run_1/placed.png
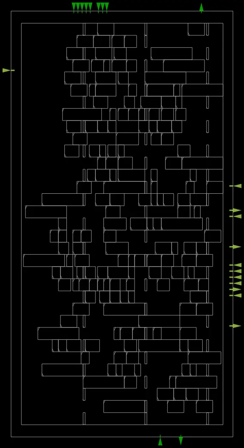
run_1/ff_map.png
Other sequential cells in the stronger grey, the rest of the logic in the fainter grey.
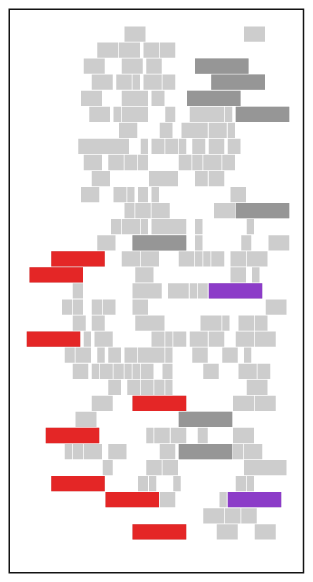
run_1/sizing.png
The bar under the picture is 10 um long.
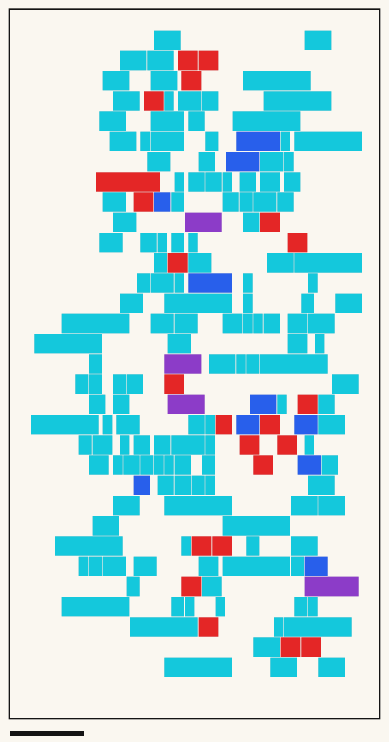
run_1/route_heat.png
The bar under the picture is 10 um long. 10 x 19 tiles, from dark purple (low) to yellow (high), scaled to the fullest tile. Values are wire area over tile area, all layers added.
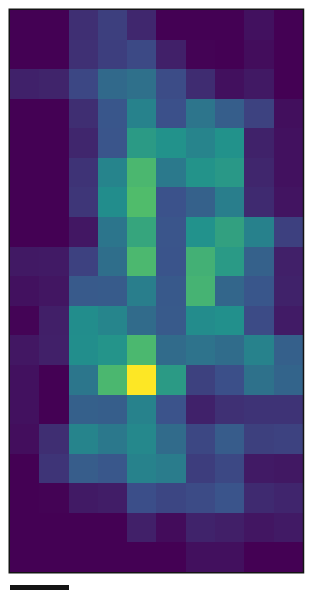
==> src/rtl/multi_start_gen_pkg.sv <==
// Shared types and constants for the multi-channel start generator.
// Provides the FSM state encoding, the ALL/ANY mode encodings and the
// launch-condition helper used by the top level.
package multi_start_gen_pkg;

    localparam logic TRUE  = 1'b1;
    localparam logic FALSE = 1'b0;

    localparam logic MODE_ALL = 1'b0;
    localparam logic MODE_ANY = 1'b1;

    // Widest supported channel count; the helper works at this width.
    localparam int MAX_CH = 16;

    typedef enum logic [1:0] {
        ST_IDLE,
        ST_RUN,
        ST_HOLD
    } start_state_t;

    // ALL: every enabled channel ready, and at least one channel enabled.
    // ANY: at least one enabled channel ready.
    // Unused upper bits come in as zero on both eff and mask. Their
    // ~mask bits are then 1, so they never block the ALL reduction.
    function automatic logic launch_cond(input logic [MAX_CH-1:0] eff,
                                         input logic [MAX_CH-1:0] mask,
                                         input logic              mode);
        logic c;
        case (mode)
            MODE_ALL: c = (&(eff | ~mask)) & (|mask);
            MODE_ANY: c = |eff;
            default:  c = FALSE;
        endcase
        return c;
    endfunction

endpackage

==> src/rtl/multi_start_gen_if.sv <==
// Handshake bundle between upstream producers / control and the start generator.
// master: drives ready/mask/mode/done/clr/to_limit and observes the launch outputs.
// slave : the start generator itself.
interface multi_start_gen_if #(
    parameter int N_CH = 2,
    parameter int TO_W = 8
);
    logic [N_CH-1:0] ready;
    logic [N_CH-1:0] mask;
    logic            mode;
    logic            done;
    logic            clr;
    logic [TO_W-1:0] to_limit;
    logic            start;
    logic            busy;
    logic [N_CH-1:0] launch_src;
    logic            err_to;
    logic            armed;

    modport master (
        output ready, mask, mode, done, clr, to_limit,
        input  start, busy, launch_src, err_to, armed
    );

    modport slave (
        input  ready, mask, mode, done, clr, to_limit,
        output start, busy, launch_src, err_to, armed
    );
endinterface

==> src/rtl/multi_start_gen_ready_latch.sv <==
// Per-channel ready capture.
// STICKY != 0: a ready pulse seen while set_en is high is held until clear.
// STICKY == 0: no storage. The channel follows the live ready level.
// Ports: clk, rst (async high), ready, mask, set_en (block is idle),
//        clear (launch or clr), eff (masked effective ready).
module multi_start_gen_ready_latch #(
    parameter int STICKY = 1
) (
    input  logic clk,
    input  logic rst,
    input  logic ready,
    input  logic mask,
    input  logic set_en,
    input  logic clear,
    output logic eff
);

    generate
        if (STICKY != 0) begin : g_sticky
            logic lat;

            // Clear has priority: a ready arriving on the launch cycle is
            // consumed by that launch, not carried into the next one.
            always_ff @(posedge clk or posedge rst) begin
                if (rst)
                    lat <= 1'b0;
                else if (clear)
                    lat <= 1'b0;
                else if (set_en && ready)
                    lat <= 1'b1;
            end

            assign eff = mask & (lat | ready);
        end else begin : g_level
            assign eff = mask & ready;
        end
    endgenerate

endmodule

==> src/rtl/multi_start_gen.sv <==
// Multi-channel start generator.
// Collects N_CH ready lines. When the ALL/ANY condition over the enabled
// channels holds in IDLE, it issues a one-cycle start. It then tracks the
// operation through done or timeout, and re-arms only after clr.
// Ports: clk, rst (async high), bus (slave modport):
//   in : ready, mask, mode, done, clr, to_limit
//   out: start, busy, launch_src, err_to, armed
module multi_start_gen
    import multi_start_gen_pkg::*;
#(
    parameter int N_CH   = 2,
    parameter int TO_W   = 8,
    parameter int STICKY = 1
) (
    input  logic                 clk,
    input  logic                 rst,
    multi_start_gen_if.slave     bus
);

    start_state_t    state, state_n;
    logic            start_q, start_n;
    logic            busy_q, busy_n;
    logic            err_q, err_n;
    logic [N_CH-1:0] src_q, src_n;
    logic [TO_W-1:0] cnt, cnt_n;
    logic            clr_pend, clr_pend_n;
    logic [N_CH-1:0] eff;
    logic            cond;
    logic            launch;
    logic            in_idle;
    logic            to_hit;

    assign in_idle = (state == ST_IDLE);

    for (genvar i = 0; i < N_CH; i++) begin : g_ch
        multi_start_gen_ready_latch #(.STICKY(STICKY)) u_lat (
            .clk    (clk),
            .rst    (rst),
            .ready  (bus.ready[i]),
            .mask   (bus.mask[i]),
            .set_en (in_idle),
            .clear  (launch | bus.clr),
            .eff    (eff[i])
        );
    end

    assign cond = launch_cond(MAX_CH'(eff), MAX_CH'(bus.mask), bus.mode);

    // The counter starts at 0 on the first RUN cycle. Matching limit-1
    // therefore fires on the to_limit-th RUN cycle.
    assign to_hit = (bus.to_limit != '0) && (cnt == bus.to_limit - TO_W'(1));

    always_comb begin
        state_n    = state;
        start_n    = FALSE;
        busy_n     = busy_q;
        err_n      = FALSE;
        src_n      = src_q;
        cnt_n      = cnt;
        clr_pend_n = clr_pend;
        launch     = FALSE;

        case (state)
            ST_IDLE: begin
                if (cond) begin
                    launch     = TRUE;
                    start_n    = TRUE;
                    busy_n     = TRUE;
                    src_n      = eff;
                    cnt_n      = '0;
                    clr_pend_n = FALSE;
                    state_n    = ST_RUN;
                end
            end
            ST_RUN: begin
                if (cnt != '1)
                    cnt_n = cnt + TO_W'(1);
                if (bus.done) begin
                    // done wins over timeout. A clr in the same cycle
                    // skips HOLD entirely.
                    busy_n = FALSE;
                    if (bus.clr) begin
                        clr_pend_n = FALSE;
                        state_n    = ST_IDLE;
                    end else begin
                        state_n = ST_HOLD;
                    end
                end else if (to_hit) begin
                    err_n      = TRUE;
                    busy_n     = FALSE;
                    clr_pend_n = clr_pend | bus.clr;
                    state_n    = ST_HOLD;
                end else begin
                    clr_pend_n = clr_pend | bus.clr;
                end
            end
            ST_HOLD: begin
                // A clr recorded during RUN releases HOLD after one cycle.
                if (bus.clr || clr_pend) begin
                    clr_pend_n = FALSE;
                    state_n    = ST_IDLE;
                end
            end
            default: state_n = ST_IDLE;
        endcase
    end

    always_ff @(posedge clk or posedge rst) begin
        if (rst) begin
            state    <= ST_IDLE;
            start_q  <= 1'b0;
            busy_q   <= 1'b0;
            err_q    <= 1'b0;
            src_q    <= '0;
            cnt      <= '0;
            clr_pend <= 1'b0;
        end else begin
            state    <= state_n;
            start_q  <= start_n;
            busy_q   <= busy_n;
            err_q    <= err_n;
            src_q    <= src_n;
            cnt      <= cnt_n;
            clr_pend <= clr_pend_n;
        end
    end

    assign bus.start      = start_q;
    assign bus.busy       = busy_q;
    assign bus.err_to     = err_q;
    assign bus.launch_src = src_q;
    assign bus.armed      = in_idle;

endmodule

==> src/flat_wrapper.sv <==
// flat-port wrapper written by rule: the top's interface ports become plain ports
module multi_start_gen_flat import multi_start_gen_pkg::*;
#(
    parameter int N_CH   = 2,
    parameter int TO_W   = 8,
    parameter int STICKY = 1
)
  (clk, rst, bus_ready, bus_mask, bus_mode, bus_done, bus_clr, bus_to_limit, bus_start, bus_busy, bus_launch_src, bus_err_to, bus_armed);
  multi_start_gen_if #(.N_CH(N_CH), .TO_W(TO_W)) bus_i ();
  input  logic clk;
  input  logic rst;
  input wire logic [$bits(bus_i.ready)-1:0] bus_ready;
  input wire logic [$bits(bus_i.mask)-1:0] bus_mask;
  input wire logic [$bits(bus_i.mode)-1:0] bus_mode;
  input wire logic [$bits(bus_i.done)-1:0] bus_done;
  input wire logic [$bits(bus_i.clr)-1:0] bus_clr;
  input wire logic [$bits(bus_i.to_limit)-1:0] bus_to_limit;
  output wire logic [$bits(bus_i.start)-1:0] bus_start;
  output wire logic [$bits(bus_i.busy)-1:0] bus_busy;
  output wire logic [$bits(bus_i.launch_src)-1:0] bus_launch_src;
  output wire logic [$bits(bus_i.err_to)-1:0] bus_err_to;
  output wire logic [$bits(bus_i.armed)-1:0] bus_armed;
  assign bus_i.ready = bus_ready;
  assign bus_i.mask = bus_mask;
  assign bus_i.mode = bus_mode;
  assign bus_i.done = bus_done;
  assign bus_i.clr = bus_clr;
  assign bus_i.to_limit = bus_to_limit;
  assign bus_start = bus_i.start;
  assign bus_busy = bus_i.busy;
  assign bus_launch_src = bus_i.launch_src;
  assign bus_err_to = bus_i.err_to;
  assign bus_armed = bus_i.armed;
  multi_start_gen #(.N_CH(N_CH), .TO_W(TO_W), .STICKY(STICKY)) u_core (.clk(clk), .rst(rst), .bus(bus_i));
endmodule
==> config.mk <==
export PLATFORM = sky130hd
export DESIGN_NAME = multi_start_gen_flat
export DESIGN_NICKNAME = d
export VERILOG_FILES = /design/src/rtl/multi_start_gen_pkg.sv /design/src/rtl/multi_start_gen_if.sv /design/src/rtl/multi_start_gen_ready_latch.sv /design/src/rtl/multi_start_gen.sv /design/src/flat_wrapper.sv
export SDC_FILE = /design/constraint.sdc
export NUM_CORES = 1
export LEC_CHECK = 0
export CORE_ASPECT_RATIO = 2
export CORE_MARGIN = 2
export CORE_UTILIZATION = 30
export CTS_CLUSTER_DIAMETER = 30
export DETAILED_ROUTE_END_ITERATION = 7
export HOLD_SLACK_MARGIN = 0.05
export PLACE_DENSITY = 0.49
export SLEW_MARGIN = 20
export SYNTH_ARGS = -nofsm -noshare
export SYNTH_HDL_FRONTEND = slang
export SYNTH_SLANG_ARGS = --single-unit
==> constraint.sdc <==
create_clock -name clk -period 1.96 [get_ports clk]
set_input_delay 0.294 -clock clk [delete_from_list [all_inputs] [get_ports clk]]
set_output_delay 0.294 -clock clk [all_outputs]
set_load 0.05 [all_outputs]
==> run notes, run 1 <==
yosys + openroad results -> number of port buffers 22, final layout net count 205, first-pass GRT wire length 5910 um, Finish-stage setup viols 0, min Tclk post-route 1840 ps, DRT iter0 DRCs 26, worst skew pair latency 250 ps, layout cells sized above 1 19.7%, Root Driver clkbuf_8, sequential-to-total area share from yosys stat 36.1%, mean post-synth cell area 8.85 um^2, RSZ-0062 raised after global routing no, residual DRC count 0, CP arrival 2000 ps, worst-case clock buffer depth 2, TritonCTS buffer count 3, via/cell ratio 5.26, Placer Congestion 0.815, Final Hold Fails 0, tool warnings 27, area delta synth->final 37.7%, fp util 30.8%, largest net degree at the start of global routing 19, # diodes 0, Final ANT Viol Nets 0, Flops after synth 18, Chip Area, Yosys 0.00125 mm^2, crit-path cells clkdlybuf4s50_1 -> inv_1 -> ha_1 -> xnor2_1 -> nor2_1 -> nand3_1 -> or2_1 -> o41ai_2, Crit Path Class in2reg, Max Freq 543 MHz, H-tree depth 1, Synth Net Count 161, initial antenna violation count 0, Worst Skew 2.66 ps, hold crit path type in2async, status finished, final reports clean, I/O pin count 23, Chip Area 0.00472 mm^2
About placed.png:
flop share of the area: 26.2%
Cell Rows: 33

About ff_map.png:
- u_core.cnt: red (flops 8)
- u_core.bus.launch_src: purple (flops 2)
- not coloured: 8
Final Core Density: 42.5%
FF/Latch Area: 450 um^2
sequential power: 581 uW

About sizing.png:
- x3 and x4: red (cells 22; share 12%)
- x6 and larger: purple (cells 4; share 2.2%)
- x1 and smaller: cyan (cells 147; share 80%)
- x2: blue (cells 10; share 5.5%)
final worst slack: 118 ps
Post-Layout Inst Area: 0.00172 mm^2

About route_heat.png:
- densest ninth of the die: centre
- tiles over half the peak: 10%
- mean over tiles: 0.12
- fullest tile: 0.56
- nearly empty tiles: 21%
final WL: 3610 um
DR vias: 1,237
GR Util All Layers: 16.6%
WL/cell: 15.4 um

## run 1: stage by stage
stage | setup WS, ps | cells
floorplan | 10.5 | 141
global placement | -160 | 232
detailed placement | -172 | 232
CTS | 100 | 235
global route | 5.92 | 235
finish | 118 | 235
## run 1: kinds of logic (layout without fill, tap and decap cells)
logic type,Yosys count,in the layout,share of synthesized area (%)
AND-OR/OR-AND,37,37,20.2
adder cells (fa/ha/maj),3,3,3.01
AND/OR/NAND/NOR,59,59,27.4
flip-flops,18,18,36.1
buffers and inverters,13,55,5.02
XOR/XNOR,11,11,8.33
## run 1: where the power goes
part	switching [mW]	internal, mW	total, mW
Clock	0.127	0.137	0.264
Combinational	0.480	0.388	0.867
Sequential	0.119	0.462	0.581
Total	0.726	0.987	1.71
## run 1: worst min-delay path, stage by stage
cell             delay, ps
clkdlybuf4s50_1        390
inv_1                   50
buf_4                  260
## run 1: placed cells by master (no fill, tap or decap), types with 2 or more instances in the layout
cell type and count:
a21oi_1 9, a31oi_1 4, and3_1 2, buf_4 20
clkbuf_8 3, clkdlybuf4s50_1 21, dfrtp_1 18, ha_1 3
inv_1 9, nand2_1 14, nand3_1 2, nand4_1 3
nor2_1 9, nor2b_1 6, nor3_1 3, nor4_1 2
o21ai_0 5, o21ai_1 3, o21ai_2 3, o31ai_1 3
o41ai_1 2, or3_1 4, or4_1 2, or4b_1 2
xnor2_1 8, xor2_1 2
## run 1: metal layers
metal / wire length (um) / global-route usage [%] / share of wire [%] / up-vias
met2: 2190 / 34.7 / 61 / 26
met5: 0 / 0 / 0 / -
li1: - / - / - / 603
met4: 127 / 9.03 / 3.5 / 0
met3: 114 / 2.51 / 3.2 / 10
met1: 1180 / 14.1 / 33 / 598
## run 1: flip-flops by register name, indices dropped and copies added, names as in the netlist
name / cells
u_core.state: 2
u_core.bus.launch_src: 2
u_core.bus.err_to: 1
u_core.bus.busy: 1
u_core.bus.start: 1
u_core.g_ch.u_lat.g_sticky.lat: 2
u_core.clr_pend: 1
u_core.cnt: 8
## run 1: layout make-up
class | instances | area (um^2)
Inverter | 10 | 40.0
Timing Repair Buffer | 42 | 380
Sequential cell | 18 | 450
Clock buffer | 3 | 41.3
Multi-Input combinational cell | 110 | 741
Fill cell | 439 | 2330
Tap cell | 52 | 65.1
## run 1: path summary, 6_finish.rpt
kind | startpoint | endpoint | slack, ps
worst max-delay path | bus_to_limit[0] | u_core.state[1] | 120
worst min-delay path | rst | u_core.cnt[2] | 360
worst max register to register | u_core.cnt[1] | u_core.cnt[7] | 170
worst min register to register | u_core.bus.launch_src[0] | u_core.bus.launch_src[0] | 480
max in group asynchronous | rst | u_core.state[1] | 1390
min in group clk | u_core.bus.launch_src[0] | u_core.bus.launch_src[0] | 480
## run 1: repair_timing
action                                  4_1_cts  5_1_grt
resized                                       0        1
buffers inserted                              0        0
endpoints found under the setup margin        0        1
==> inputs of run 2 (changes only) <==
Settings changed: ABC_CLOCK_PERIOD_IN_PS set to 1960, CELL_PAD_IN_SITES_DETAIL_PLACEMENT set to 1, CELL_PAD_IN_SITES_GLOBAL_PLACEMENT set to 2, CORE_UTILIZATION 30 to 31, PLACE_DENSITY 0.49 to 0.77.
==> run notes, run 2 <==
yosys + openroad results -> min Tclk post-route 1850 ps, CTS clock-pin slew for the worst setup and hold paths 70 ps, status finished, final reports clean, max FFs per register 8, number of port buffers 22, residual DRC count 0, worst skew pair latency 250 ps, RSZ-0062 raised after global routing no, Cell Rows 32, worst-case clock buffer depth 2, Cell Area, Synth 0.00125 mm^2, VDD IR max 0.437 mV, Top Layout Cells clkdlybuf4s50_1, buf_4, dfrtp_1, Biggest register u_core.cnt, sequential-to-total area share from yosys stat 36.1%, fp util 32.5%, Final Hold Fails 0, Flops after synth 18, Finish-stage setup viols 0, TritonCTS buffer count 3, Hold Buf Count CTS 0, via/cell ratio 5.29, Root Driver clkbuf_8, CP arrival 2000 ps, I/O pin count 23, hold crit path type in2async, final layout net count 204, Top cell excl fill/tap clkdlybuf4s50_1, first-pass GRT wire length 6370 um, tool warnings 27, Synth Net Count 161, DRT iter0 DRCs 13, area delta synth->final 39.5%, Worst Skew 2.37 ps, Critical Path Start bus_to_limit[0], initial antenna violation count 0, Final ANT Viol Nets 0, # diodes 0, r2r setup slk 160 ps, layout cells sized above 1 22.4%, Chip Area, Yosys 0.00125 mm^2, mean post-synth cell area 8.85 um^2, Chip Area 0.00458 mm^2, Post-Layout Inst Area 0.00174 mm^2, Critical R2R Launch u_core.cnt[0], DIE HEIGHT 93.7 um, Req. time, crit path 2120 ps, Placer Congestion 0.809
## run 2: where the power goes
part | total, mW | switching (mW) | leakage [nW] | internal [mW]
Combinational | 0.846 | 0.474 | 0.458 | 0.372
Sequential | 0.583 | 0.119 | 0.235 | 0.464
Clock | 0.303 | 0.125 | 0.0288 | 0.178
## run 2: layout make-up
| type | count | area (um^2) |
|---|---|---|
| Fill cell | 469 | 2100 |
| Multi-Input combinational cell | 110 | 757 |
| Sequential cell | 18 | 452 |
| Timing Repair Buffer | 41 | 373 |
| Tap cell | 51 | 63.8 |
| Clock buffer | 4 | 55.1 |
| Inverter | 10 | 40.0 |
## run 2: cells by family (layout without fill, tap and decap cells)
kind of cell               count (synthesis)  after routing  synth area share (%)
and+or+nand+nor                           59             59                  27.4
DFF                                       18             18                  36.1
AOI/OAI and AO/OA                         37             37                  20.2
adders and majority gates                  3              3                  3.01
buffers and inverters                     13             55                  5.02
xor gates and xnor gates                  11             11                  8.33
## run 2: what timing repair did
item | CTS | global route
gates resized | 0 | 6
endpoints found under the setup margin | 0 | 4
setup buffers | 0 | 1
## run 2: worst paths after layout
path,to,cells past startpoint
max,u_core.state[1],8
min,u_core.cnt[4],3
max reg2reg,u_core.cnt[7],6
min reg2reg,u_core.bus.launch_src[1],2
max in group asynchronous,u_core.cnt[1],3
min in group clk,u_core.bus.launch_src[1],2
## run 2: per-layer routing
layer | global-route usage (%) | vias up | share of wire (%)
li1 | - | 592 | -
met1 | 16.8 | 616 | 33
met2 | 37.9 | 25 | 62
met3 | 2.39 | 6 | 2.9
met4 | 6.19 | 0 | 1.7
met5 | 0 | - | 0
## run 2: worst max-delay path: stages
cell,delay (ps)
clkdlybuf4s50_1,480
inv_1,70
ha_2,190
nor2b_1,120
or3_1,340
a31oi_1,200
nand2_1,120
o41ai_2,190
## run 2: per-stage QoR
stage          utilization, %  instances  worst slack [ps]
2_1_floorplan               -        141              10.5
3_3_place_gp             43.0        229              -112
3_5_place_dp             43.0        229              -195
4_1_cts                  44.5        233              73.3
5_1_grt                  45.3        234              13.5
6_report                 45.3        234               115
run_2/route_heat.png
The bar under the picture is 10 um long. 10 x 19 tiles, from dark purple (low) to yellow (high), scaled to the fullest tile. Values are wire area over tile area, all layers added.
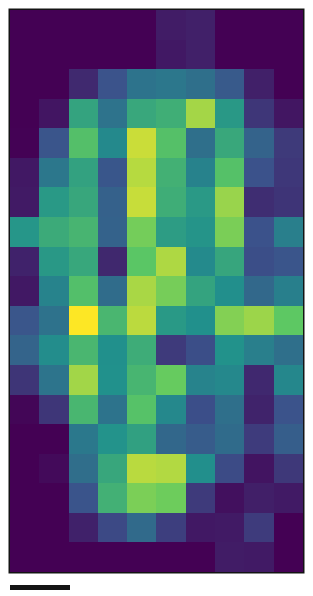
- tiles over half the peak: 31%
- nearly empty tiles: 20%
- densest ninth of the die: centre
- fullest tile: 0.36
GR Util All Layers: 18.0%
WL/cell: 15.6 um
DR vias: 1,239
final WL: 3660 um

==> inputs of run 3 (changes only) <==
Settings changed: CTS_CLUSTER_DIAMETER 30 to 40, SKIP_LAST_GASP set to 1.
==> run notes, run 3 <==
yosys + openroad results -> status finished, final reports clean, initial antenna violation count 0, CP arrival 2000 ps, Cell Area, Synth 0.00125 mm^2, pre-CTS setup slack -195 ps, CP delay by family, top simple AND/OR/NAND/NOR gates, layout cells sized above 1 22.4%, worst-case clock buffer depth 2, # diodes 0, tool warnings 27, Biggest register u_core.cnt, largest net degree at the start of global routing 19, CP bufs+invs 2, Placer Congestion 0.809, Root Driver clkbuf_8, RSZ-0062 raised after global routing no, hold crit path type in2async, final layout net count 204, GR Util All Layers 18.0%, mean post-synth cell area 8.85 um^2, WL/cell 15.6 um, sequential-to-total area share from yosys stat 36.1%, number of port buffers 22, slowest library cell on the worst path clkdlybuf4s50_1, max FFs per register 8, Chip Area 0.00458 mm^2, Worst Skew 2.37 ps, Req. time, crit path 2120 ps, I/O pin count 23, fp util 32.5%, residual DRC count 0, via/cell ratio 5.29, Crit Path Class in2reg, Cell Rows 32, CTS clock-pin slew for the worst setup and hold paths 70 ps
## run 3: kinds of logic after synthesis
group                    Yosys count  share of synthesized area (%)
AND-OR/OR-AND                     37                           20.2
flip-flops                        18                           36.1
XOR/XNOR                          11                           8.33
AND/OR/NAND/NOR                   59                           27.4
adder cells (fa/ha/maj)            3                           3.01
buffers and inverters             13                           5.02
## run 3: stage by stage
step           total power, mW  cells
2_1_floorplan             1.07    141
3_3_place_gp              1.39    229
3_5_place_dp              1.42    229
4_1_cts                   1.73    233
5_1_grt                   1.86    234
6_report                  1.73    234
## run 3: power by group
group	internal [mW]	leakage, nW	total (mW)	switching [mW]
clock	0.178	0.0288	0.303	0.125
sequential	0.464	0.235	0.583	0.119
combinational	0.372	0.458	0.846	0.474
## run 3: final cells by class
| type | instances | area (um^2) |
|---|---|---|
| clock buffer | 4 | 55.1 |
| fill | 469 | 2100 |
| inverter | 10 | 40.0 |
| multi-input combinational | 110 | 757 |
| sequential | 18 | 452 |
| tap | 51 | 63.8 |
| timing repair buffer | 41 | 373 |
## run 3: path summary, 6_finish.rpt
check,startpoint,endpoint,slack (ps),cells after the start
max in group asynchronous,rst,u_core.cnt[1],1390,3
worst min register to register,u_core.bus.launch_src[1],u_core.bus.launch_src[1],490,2
worst max-delay path,bus_to_limit[0],u_core.state[1],110,8
min in group clk,u_core.bus.launch_src[1],u_core.bus.launch_src[1],490,2
worst max register to register,u_core.cnt[0],u_core.cnt[7],160,6
worst min-delay path,rst,u_core.cnt[4],360,3
## run 3: per-layer routing
metal	part of all wire, %	vias to the layer above	global-route usage, %
met5	0	-	0
met4	1.7	0	6.19
met3	2.9	6	2.39
met2	62	25	37.9
met1	33	616	16.8
li1	-	592	-
## run 3: worst register-to-register path: stages (launching register included)
cell and delay, ps:
dfrtp_1 430, ha_1 250, nand4_1 110, o21ai_1 150, nor2_1 160, or4b_1 440
a21oi_1 170
## run 3: timing repair
| action | in CTS | in global routing |
|---|---|---|
| setup buffers | 0 | 1 |
| resized | 0 | 6 |
| endpoints found under the hold margin | 0 | 0 |
| endpoints found under the setup margin | 0 | 4 |
run_3/sizing.png
The bar under the picture is 10 um long.
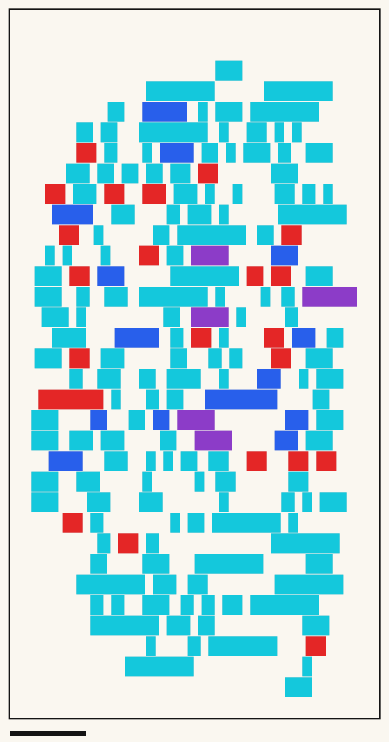
- x2: blue (cells 14; share 7.7%)
- x6 and larger: purple (cells 5; share 2.7%)
- x3 and x4: red (cells 22; share 12%)
- x1 and smaller: cyan (cells 142; share 78%)
final worst slack: 115 ps
Non-CTS buffers: 41
Post-Layout Inst Area: 0.00174 mm^2


==> layout pictures side by side <==
Clock wires, drivers and flops.
Plate I
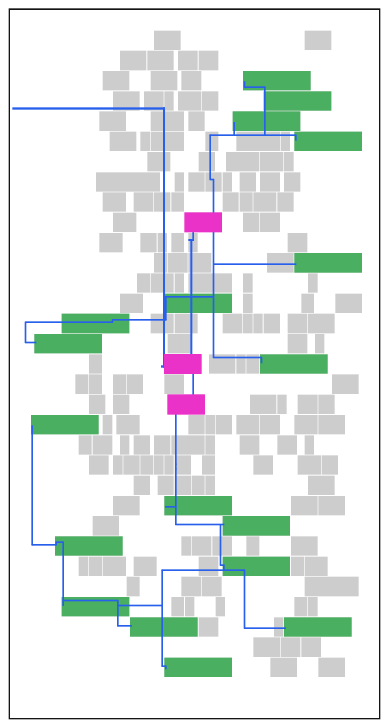
Plate II
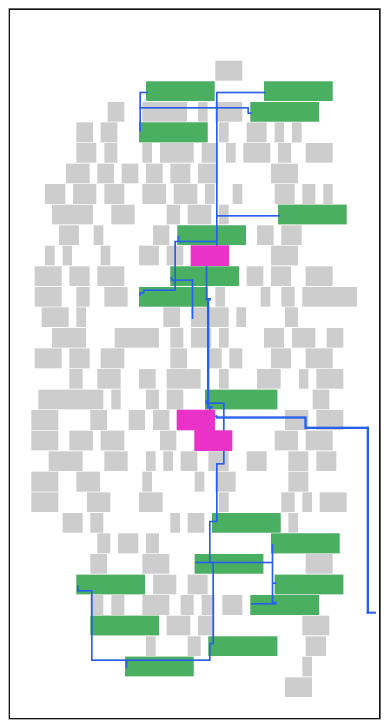
| from | picture |
|---|---|
| run 1 | Plate I |
| run 2 | Plate II |

Key to Plate I:
- flip-flops: green (count 18)
- clock wires: blue (length 308 um)
- clock-net drivers: magenta (count 3)
- routed clock nets: 4
- flops lie: all over the die

Power is estimated from default activity; no workload was simulated.
